Power grid:
Pins as bars on the die edge.
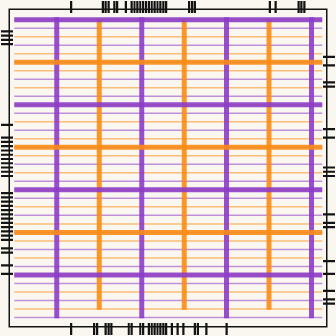
Cells coloured by class:
Bar = 20 um.
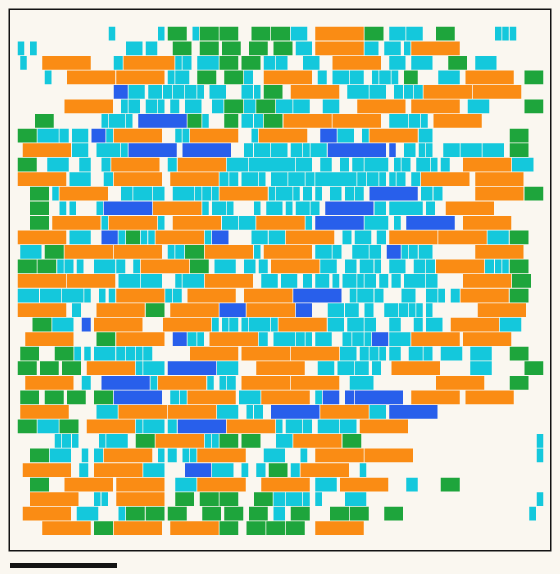
Clock network drawn from the DEF:
Bar = 20 um.
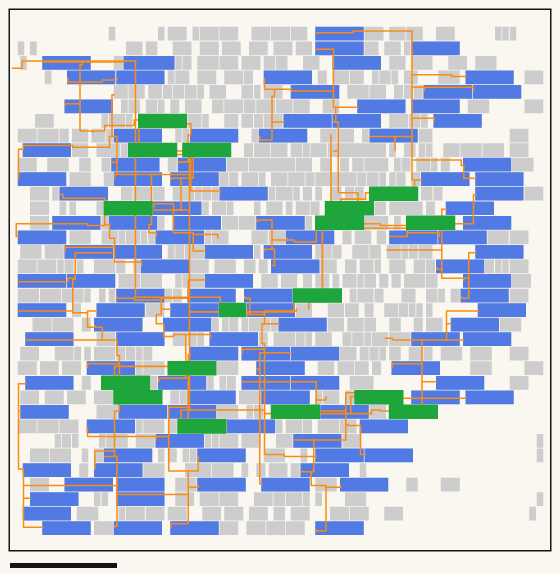
Metal layers overlaid:
Only two layers are drawn.
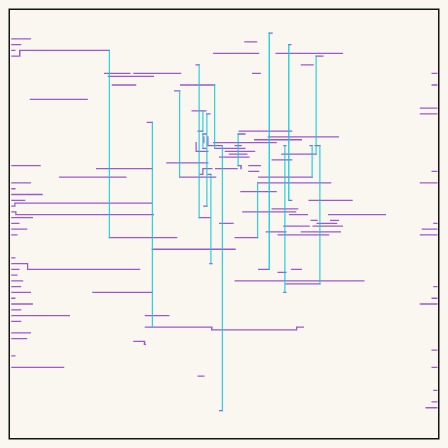
Clock routing:
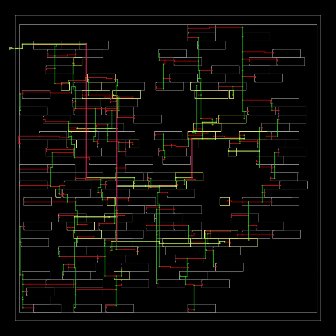
Design imem_loader, sky130hd; sources not shown.
==> changes_impl.md <==
### Implementation results

* Status: finished, final reports clean
* Max-cap viol count at 0
* Overflow after GRT at 0
* Synthesis warning total at 0
* Vias in the first global route at 4538
* Sequential power share at 36.0%
* CTS tree: done
* Final hold slack at 479.9 ps
* Floorplan core density at 59.61%
* Flops out of synthesis at 120
* Global Route Usage Sum at 28.69%
* Cell Type Count at 53
* Pin count of the biggest net entering global routing at 68
* Seq. cell area at 3004 um2
* Port bufs at 85
* Root buf cell: clkbuf_8
* Clk buf depth at 2
* Drt pass-1 iters at 5
* Initial antenna violation count at 0
* Hold depth at 2
* Area of the die at 10200 um2
* Achievable Freq at 271.7 MHz
* RePlAce Congestion at 0.8931
* Synth Seq Share at 53.77%
* Layout cell share with drive strength beyond 1 at 16.47%
* Chip area in the Yosys report at 5587 um2
* Tot Pwr at 3.157 mW
* Worst-path fanout max at 8
* Final Setup Violations at 0
* Residual DRC at 0
* Avg Cell Area, Syn at 10.72 um2
* Setup crit end kind: primary output
* Detailed Route Iter0 Violations at 322
* Most frequent cell after synthesis: dfrtp_1
* Hold crit path type: reg -> reg
* Most numerous logic cell after layout: dfrtp_1
* R2r setup slk at 3660 ps
* Sw Share at 39.60%
* Tool warnings at 26
* Layout area overhead at 25.15%
* Final Critical Period at 3681 ps
* Worst-path clk slew at 60 ps
* EDFF count, synth at 0
* WP data arrival at 2030 ps
* Max-slew violation count at 0
* Worst Setup Start Kind: register
* First-pass GRT wire length at 22060 um
* Gate Area at 2359 um2
* Final hold violation count at 0
* Worst-Margin Slew at 999.8 ps
* Post-layout period usage at 55.78%
* Leakage at 3.101 nW
* Power density cells at 451.5 nW/um2
* Chip Width at 101 um
* Synth async-reset ratio at 100.0%
* Htree depth at 4
* R2R cell count at 8
* Synthesized cell area at 5587 um2
* Worst EP required at 4950 ps
* CTS Hold Bufs at 0
* Yosys Instances at 521
* Max-area cell share at 53.30%
* Final #Nets at 626
* Slew headroom at 33.19%
* Max reg flops at 32
* Psw at 1.250 mW
* Most common flop cell mapped by yosys: dfrtp_1
* Top Ports at 100
* Antenna cell count at 0
* Most frequent cells in the layout: 119 x dfrtp_1, 85 x clkdlybuf4s50_1, 77 x nand2_1
* Final HPWL DP at 8596 um
* Synth Instances at 521
* Setup bufs post-CTS at 0
* Top cells by count, synth: 119 x dfrtp_1, 78 x nand2_1, 54 x o21ai_0, 49 x mux2_2, 26 x clkbuf_1
-- 'power grid' (at the start) --
legend:
  VSS:
    colour: purple
  VDD:
    colour: orange
met1 rails: 36
met4 straps: 7
signal pins: 100
Core ar.: 9371 um2
Die Y: 101 um
Max IR drop VDD: 375.1 uV

-- 'cells coloured by class' (at the start) --
legend:
  registers:
    colour: orange
    cells: 120
    share_of_their_area: 44%
  clock drivers and dummy loads:
    colour: blue
    cells: 32
    share_of_their_area: 8.1%
  remaining buffers and delay cells:
    colour: green
    cells: 89
    share_of_their_area: 13%
  remaining logic cells:
    colour: cyan
    cells: 366
    share_of_their_area: 35%
final core occ: 74.61%
Final Cell Area: 6992 um2
Seq/total area: 42.97%
Rows: 35

-- 'clock network drawn from the DEF' (at the start) --
legend:
  clock wires:
    colour: orange
    length: 1480 um
  clock-net drivers:
    colour: green
    count: 17
  flip-flops:
    colour: blue
    count: 120
routed clock nets: 18
clock power share: 27.1%
clock network power: 0.855 mW
worst skew pair latency: 510 ps
Layout Skew: 9.261 ps

-- 'metal layers overlaid' (at the start) --
legend:
  M3:
    colour: purple
    wire_length: 815 um
  M4:
    colour: cyan
    wire_length: 488 um
DR WL/cell: 18.57 um
WL final: 13670 um
via count: 4374

-- 'clock routing' (at the start) --
Seq cells: 120
clk_buf instances: 19
TritonCTS Sinks: 120
TritonCTS buffer count: 17

## through the flow
step                worst slack (ps)  std cells  cell area, um2
detailed placement              2225        704            6434
global placement                2310        704            6430
CTS                             2690        736            6988
floorplan                       1766        534            5635
global route                    2849        736            6992
finish                          2919        736            6992
## kinds of logic after synthesis
group                    share of synthesized area, %
AND/OR/NAND/NOR                                 15.01
flip-flops                                      53.77
AND-OR/OR-AND                                   11.67
buffers and inverters                           5.196
multiplexers                                    10.24
XOR/XNOR                                        3.606
adder cells (fa/ha/maj)                        0.4479
other                                         0.06712
## layer usage
layer,part of all wire [%],vias up,wire [um],GRT usage [%]
li1,-,1961,-,-
met1,40,2174,5442,34.29
met2,51,200,6919,47.95
met3,6.0,39,815,6.796
met4,3.6,0,488,15.94
met5,0,-,0,0
## power groups by stage
stage / combinational [mW] / sequential (mW) / clock [mW]
after detailed placement: 1.15 / 1.14 / 0
after floorplan: 0.465 / 1.45 / 0
after CTS: 1.17 / 1.13 / 0.861
after global routing: 1.23 / 1.16 / 0.895
final: 1.16 / 1.14 / 0.855
after global placement: 1.11 / 1.13 / 0
## cell type report
class | count | share of cell area, %
flip-flops and latches | 120 | 42.97
multi-input cells | 358 | 33.73
repair buffers | 89 | 12.60
clock buffers | 19 | 6.174
well taps | 129 | 2.309
clock inverters | 13 | 1.754
inverters | 8 | 0.4653
## worst max-delay path: stages, from the launching register on
cell,delay [ps]
dfrtp_1,450
nor2_1,290
inv_1,80
clkdlybuf4s50_1,700
Power and IR drop assume default switching activity.
